met4.png
Scale: 3 px per µm. Supply wires on this layer in gray.
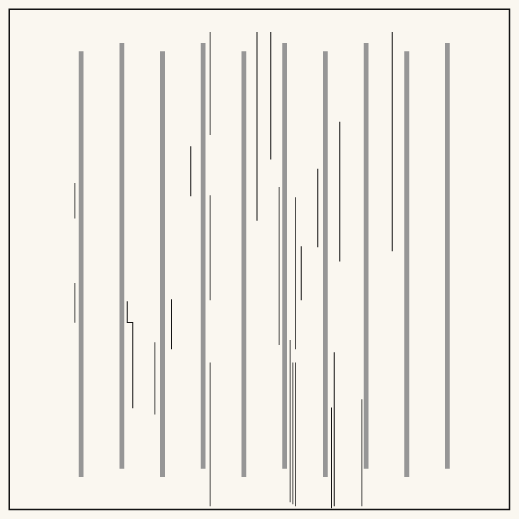
gate_families.png
Scale: 3 px per µm.
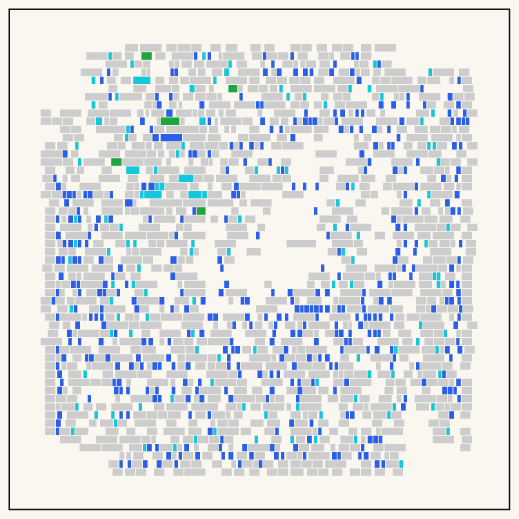
### src/rtl/expand_key_sequencer_if.sv
// Feistel launch/result handshake and SRAM write port used by the
// bcrypt key-expansion sequencer.
interface expand_key_sequencer_if;
    logic        fe_start;
    logic [31:0] fe_L;
    logic [31:0] fe_R;
    logic [63:0] fe_result;
    logic        fe_done;
    logic [11:0] wr_addr;
    logic [31:0] wr_data;
    logic        wr_cs_l;
    logic        wr_we_l;

    modport master (
        output fe_start,
        output fe_L,
        output fe_R,
        input  fe_result,
        input  fe_done,
        output wr_addr,
        output wr_data,
        output wr_cs_l,
        output wr_we_l
    );

    modport slave (
        input  fe_start,
        input  fe_L,
        input  fe_R,
        output fe_result,
        output fe_done,
        input  wr_addr,
        input  wr_data,
        input  wr_cs_l,
        input  wr_we_l
    );
endinterface

### src/rtl/expand_key_sequencer.sv
// Blowfish ExpandKey/ExpandState encrypt-and-replace sequencer:
// 521 feistel launches, each result written back to P then S.
module expand_key_sequencer #(
    parameter logic [11:0] P_ARRAY_OFFSET = 12'd4000,
    parameter logic [11:0] S_BOX_OFFSET   = 12'd0
) (
    input  logic                          clk,
    input  logic                          reset,
    input  logic                          go,
    input  logic                          use_salt,
    input  logic [127:0]                  salt,
    expand_key_sequencer_if.master        bus,
    output logic                          busy,
    output logic                          done,
    output logic [9:0]                    pair_idx
);

    localparam logic [2:0] IDLE   = 3'd0;
    localparam logic [2:0] LAUNCH = 3'd1;
    localparam logic [2:0] WAIT_F = 3'd2;
    localparam logic [2:0] WR_HI  = 3'd3;
    localparam logic [2:0] WR_LO  = 3'd4;
    localparam logic [2:0] FINISH = 3'd5;

    localparam logic [9:0] P_PAIRS   = 10'd9;
    localparam logic [9:0] LAST_PAIR = 10'd520;

    logic [2:0]  state;
    logic [63:0] block;
    logic        sh;
    logic        salt_en;

    logic [9:0]  s_idx;
    logic [11:0] base;

    logic [63:0] launch_blk;
    logic        launch_sh;
    logic        launch_en;
    logic [63:0] salt_half;
    logic [63:0] launch_x;

    always_comb begin
        s_idx = pair_idx - P_PAIRS;
        if (pair_idx < P_PAIRS) begin
            base = P_ARRAY_OFFSET + {1'b0, pair_idx, 1'b0};
        end else begin
            base = S_BOX_OFFSET + {1'b0, s_idx, 1'b0};
        end
    end

    // fe_L/fe_R are loaded on the edge that enters LAUNCH so they are
    // already valid while fe_start is high; from IDLE the block, salt
    // select and salt enable are the values being loaded by go.
    always_comb begin
        launch_blk = (state == IDLE) ? 64'd0 : block;
        launch_sh  = (state == IDLE) ? 1'b0 : sh;
        launch_en  = (state == IDLE) ? use_salt : salt_en;
        salt_half  = launch_sh ? salt[63:0] : salt[127:64];
        launch_x   = launch_blk ^ (launch_en ? salt_half : 64'd0);
    end

    always_ff @(posedge clk) begin
        if (reset) begin
            state       <= IDLE;
            block       <= 64'd0;
            sh          <= 1'b0;
            salt_en     <= 1'b0;
            pair_idx    <= 10'd0;
            bus.fe_L    <= 32'd0;
            bus.fe_R    <= 32'd0;
            bus.wr_addr <= 12'd0;
            bus.wr_data <= 32'd0;
        end else begin
            unique case (state)
                IDLE: begin
                    if (go) begin
                        block    <= 64'd0;
                        sh       <= 1'b0;
                        salt_en  <= use_salt;
                        pair_idx <= 10'd0;
                        bus.fe_L <= launch_x[63:32];
                        bus.fe_R <= launch_x[31:0];
                        state    <= LAUNCH;
                    end
                end
                LAUNCH: begin
                    state <= WAIT_F;
                end
                WAIT_F: begin
                    if (bus.fe_done) begin
                        block       <= bus.fe_result;
                        sh          <= ~sh;
                        bus.wr_addr <= base;
                        bus.wr_data <= bus.fe_result[63:32];
                        state       <= WR_HI;
                    end
                end
                WR_HI: begin
                    bus.wr_addr <= base + 12'd1;
                    bus.wr_data <= block[31:0];
                    state       <= WR_LO;
                end
                WR_LO: begin
                    if (pair_idx == LAST_PAIR) begin
                        state <= FINISH;
                    end else begin
                        pair_idx <= pair_idx + 10'd1;
                        bus.fe_L <= launch_x[63:32];
                        bus.fe_R <= launch_x[31:0];
                        state    <= LAUNCH;
                    end
                end
                FINISH: begin
                    state <= IDLE;
                end
                default: begin
                    state <= IDLE;
                end
            endcase
        end
    end

    assign bus.fe_start = (state == LAUNCH);
    assign bus.wr_cs_l  = !((state == WR_HI) || (state == WR_LO));
    assign bus.wr_we_l  = !((state == WR_HI) || (state == WR_LO));
    assign busy         = (state != IDLE);
    assign done         = (state == FINISH);

endmodule

### src/flat_wrapper.sv
// flat-port wrapper written by rule: the top's interface ports become plain ports
module expand_key_sequencer_flat 
#(
    parameter logic [11:0] P_ARRAY_OFFSET = 12'd4000,
    parameter logic [11:0] S_BOX_OFFSET   = 12'd0
)
  (clk, reset, go, use_salt, salt, busy, done, pair_idx, bus_fe_start, bus_fe_L, bus_fe_R, bus_fe_result, bus_fe_done, bus_wr_addr, bus_wr_data, bus_wr_cs_l, bus_wr_we_l);
  expand_key_sequencer_if bus_i ();
  input  logic clk;
  input  logic reset;
  input  logic go;
  input  logic use_salt;
  input  logic [127:0] salt;
  output logic busy;
  output logic done;
  output logic [9:0] pair_idx;
  output wire logic [$bits(bus_i.fe_start)-1:0] bus_fe_start;
  output wire logic [$bits(bus_i.fe_L)-1:0] bus_fe_L;
  output wire logic [$bits(bus_i.fe_R)-1:0] bus_fe_R;
  input wire logic [$bits(bus_i.fe_result)-1:0] bus_fe_result;
  input wire logic [$bits(bus_i.fe_done)-1:0] bus_fe_done;
  output wire logic [$bits(bus_i.wr_addr)-1:0] bus_wr_addr;
  output wire logic [$bits(bus_i.wr_data)-1:0] bus_wr_data;
  output wire logic [$bits(bus_i.wr_cs_l)-1:0] bus_wr_cs_l;
  output wire logic [$bits(bus_i.wr_we_l)-1:0] bus_wr_we_l;
  assign bus_fe_start = bus_i.fe_start;
  assign bus_fe_L = bus_i.fe_L;
  assign bus_fe_R = bus_i.fe_R;
  assign bus_i.fe_result = bus_fe_result;
  assign bus_i.fe_done = bus_fe_done;
  assign bus_wr_addr = bus_i.wr_addr;
  assign bus_wr_data = bus_i.wr_data;
  assign bus_wr_cs_l = bus_i.wr_cs_l;
  assign bus_wr_we_l = bus_i.wr_we_l;
  expand_key_sequencer #(.P_ARRAY_OFFSET(P_ARRAY_OFFSET), .S_BOX_OFFSET(S_BOX_OFFSET)) u_core (.clk(clk), .reset(reset), .go(go), .use_salt(use_salt), .salt(salt), .bus(bus_i), .busy(busy), .done(done), .pair_idx(pair_idx));
endmodule
### config.mk
export PLATFORM = sky130hd
export DESIGN_NAME = expand_key_sequencer_flat
export DESIGN_NICKNAME = d
export VERILOG_FILES = /design/src/rtl/expand_key_sequencer_if.sv /design/src/rtl/expand_key_sequencer.sv /design/src/flat_wrapper.sv
export SDC_FILE = /design/constraint.sdc
export NUM_CORES = 1
export LEC_CHECK = 0
export CORE_MARGIN = 10
export CORE_UTILIZATION = 44
export CTS_BUF_LIST = sky130_fd_sc_hd__clkbuf_8
export CTS_CLUSTER_DIAMETER = 40
export DETAILED_ROUTE_END_ITERATION = 6
export PLACE_DENSITY = 0.78
export SYNTH_ARGS = -nofsm -noshare
export SYNTH_HDL_FRONTEND = slang
export SYNTH_SLANG_ARGS = --single-unit
### constraint.sdc
create_clock -name clk -period 2.26 [get_ports clk]
set_input_delay 0.339 -clock clk [delete_from_list [all_inputs] [get_ports clk]]
set_output_delay 0.339 -clock clk [all_outputs]
set_load 0.05 [all_outputs]
==> flow_summary.json <==
{
  "groute.layer.met3.usage_pct": 6.96,
  "routed_wirelength_mm": 35.3,
  "via_per_inst": 5.51,
  "cell_internal_pwr_w": 0.00578,
  "insertedDiodeCount": 4,
  "clk_latency_ns": 0.46,
  "synth.yosys.num_cells": 1213,
  "clkSlewWorstSetupHoldPaths_ns": 0.09,
  "cts.repair.resized": 3,
  "leakage_nw": 4.68,
  "ys_top_cells_by_count": "244 x sky130_fd_sc_hd__nand2_1, 187 x sky130_fd_sc_hd__dfxtp_1, 163 x sky130_fd_sc_hd__nand3_1, 143 x sky130_fd_sc_hd__a21oi_1, 113 x sky130_fd_sc_hd__nor2_1",
  "outcome": "finished, final reports clean",
  "crit_path_launch_type": "register",
  "setup_viol": 0,
  "setup.worst_path.class": "register to primary output",
  "ctsRootBufferMaster": "sky130_fd_sc_hd__clkbuf_8",
  "clock-sinks": 187,
  "layout.non_clock_inverters": 10,
  "power.clock.total_w": 0.00223,
  "sequential_cell_total": 187,
  "final_layout_top_logic_cells": "310 x sky130_fd_sc_hd__clkdlybuf4s50_1, 243 x sky130_fd_sc_hd__nand2_1, 181 x sky130_fd_sc_hd__dfxtp_1, 163 x sky130_fd_sc_hd__nand3_1, 142 x sky130_fd_sc_hd__a21oi_1",
  "hold_path_startpoint": "reset",
  "wl_on_met1_mm": 14.4,
  "postSynthRegisterBits": 187,
  "most_frequent_cell_after_synthesis": "sky130_fd_sc_hd__nand2_1",
  "design.die.area_um2": 27600,
  "ys_sh_adder_pct": 0.664,
  "seq_area_share_pct": 28.1,
  "grt_max_degree": 171,
  "syn2layout_area_growth_pct": 42.1,
  "ys_dominant_reg_cell": "sky130_fd_sc_hd__dfxtp_1",
  "setup.reg_to_reg.worst_slack_ns": 0.15,
  "mi_logic_area_um2": 5170,
  "grt_setup_unrepaired": "false",
  "synth_async_sr_flop_share_pct": 0,
  "power-per-cell-area_nw_per_um2": 701,
  "post-cts-setup-buffer-count": 1,
  "wire_per_inst_um": 20.0,
  "largest_reg_flops": 64,
  "worstPathArrival_ns": 1.81,
  "ctsLongestPathBuffers": 2,
  "drv.max_cap_violation_count": 0,
  "grt_pass1_vias": 9577,
  "postSynthNetCount": 1415,
  "total_power_w": 0.00937,
  "vias": 9745,
  "ir_worst_vdd_mv": 0.399,
  "xor_share_pct": 7.07,
  "setup_slack_ns": 0.107,
  "hp-class": "primary input to register",
  "layout.clock_buffers": 17,
  "layout.cell_area.non_filler_um2": 13400,
  "placement_rows": 53,
  "aggregate_negative_setup_slack_ns": 0,
  "routed-wl-met3_mm": 3.03,
  "met1_usage_pct": 29.5,
  "num-fill-cells": 1837,
  "capturing_element_of_the_worst_setup_path": "bus_wr_we_l",
  "clock_skew_ns": 0.0181,
  "area_leaders": "sky130_fd_sc_hd__dfxtp_1 40%, sky130_fd_sc_hd__nand2_1 9.7%, sky130_fd_sc_hd__nand3_1 8.7%, sky130_fd_sc_hd__a21oi_1 7.6%, sky130_fd_sc_hd__a211oi_2 6.4%",
  "core_um2": 21000,
  "cp-end-kind": "primary output",
  "synth.yosys.chip_area_um2": 9420,
  "netlist_instances": 1213,
  "floorplan.core_util_pct": 44.8,
  "crit_path_cell_trace": "buf_4 > nor2_1 > and2_1 > a21oi_4 > buf_12",
  "post_synth_edffs": 0,
  "initial_antenna_violation_count": 4,
  "dp_hpwl_mm": 26.0,
  "tapcell.inserted": 275,
  "globalRouteOverflowTotal": 0,
  "cts_hold_buf": 0,
  "postRouteAntennaNets": 0,
  "syn-cell-area_um2": 9420,
  "timing.critical_path.buf_inv": 2,
  "grt_use_met2_pct": 39.4,
  "warnings": 31,
  "port_buffers": 319,
  "post-route-drc-count": 0,
  "net-switching-power_w": 0.00360,
  "fmax_mhz": 464,
  "power_of_the_combinational_group_w": 0.00340,
  "drt-initial-drc-count": 1022,
  "power.combinational.fraction_pct": 36.3,
  "synth.top_cell.area_share_pct": 39.8,
  "r2r_cells": 7,
  "ys_sh_aoi_pct": 21.6,
  "cts_tree": "yes",
  "grt_first_pass_wirelength_mm": 54.2,
  "max_slew.worst_pin.slew_ns": 0.890,
  "power.share.switching_pct": 38.4,
  "clock_tree.htree_level_count": 4,
  "synth_warnings": 0,
  "crit-reg2reg-launch": "u_core.state[2]",
  "logic_family": "simple AND/OR/NAND/NOR gates",
  "post-route-period-util_pct": 95.3,
  "postSynthSeqShare_pct": 39.8,
  "max_stage_delay_ns": 0.42,
  "r2r-end": "u_core.bus.fe_R[11]",
  "path_delay_family": "flip-flops",
  "cell_area_after_placement_um2": 12900,
  "crit_fanout": 11,
  "hold_depth": 2,
  "power.sequential.total_w": 0.00374,
  "largestPowerGroup": "registers",
  "final-seq-area_um2": 3750,
  "cpMaxStageDelayCell": "sky130_fd_sc_hd__dfxtp_4",
  "critical_path_required_ns": 1.92,
  "top_layer_used": "met4",
  "pwr-share-clk_pct": 23.8,
  "finalHoldViolations": 0,
  "dpl_worst_slack_ns": 0.0989,
  "timing.critical_path.depth": 5,
  "met2_length_mm": 17.0,
  "synth.largest_area_cell": "sky130_fd_sc_hd__dfxtp_1",
  "mean_syn_cell_area_um2": 7.76,
  "fp.dieH_um": 166,
  "area_dominant_class": "combinational gates",
  "bufAreaShareNonClock_pct": 27.4,
  "simple_gate_share_pct": 24.9,
  "crit_start": "u_core.state[0]",
  "finished_core_util_pct": 63.6,
  "max_slew_margin_vs_limit_pct": 40.6,
  "layout.non_clock_buffers": 357,
  "power_share_of_the_sequential_group_pct": 39.9,
  "ios": 320,
  "count_of_multi_input_gates": 903,
  "final.min_clock_period_ns": 2.15
}
About met4.png:
nets with wire on the layer: 19
share of all routed wire: 2.5%
longest straight run: 72.8 µm
main direction: vertical

About gate_families.png:
| family | color | cells |
|---|---|---|
| NAND gates | blue | 412 |
| NOR gates | cyan | 124 |
| AND-OR and OR-AND gates | green | 5 |
most common cell after layout, fill and taps aside: sky130_fd_sc_hd__clkdlybuf4s50_1
logic share of the area: 38.7%
post-route insts no fill: 1,768

Power is estimated from default activity; no workload was simulated.
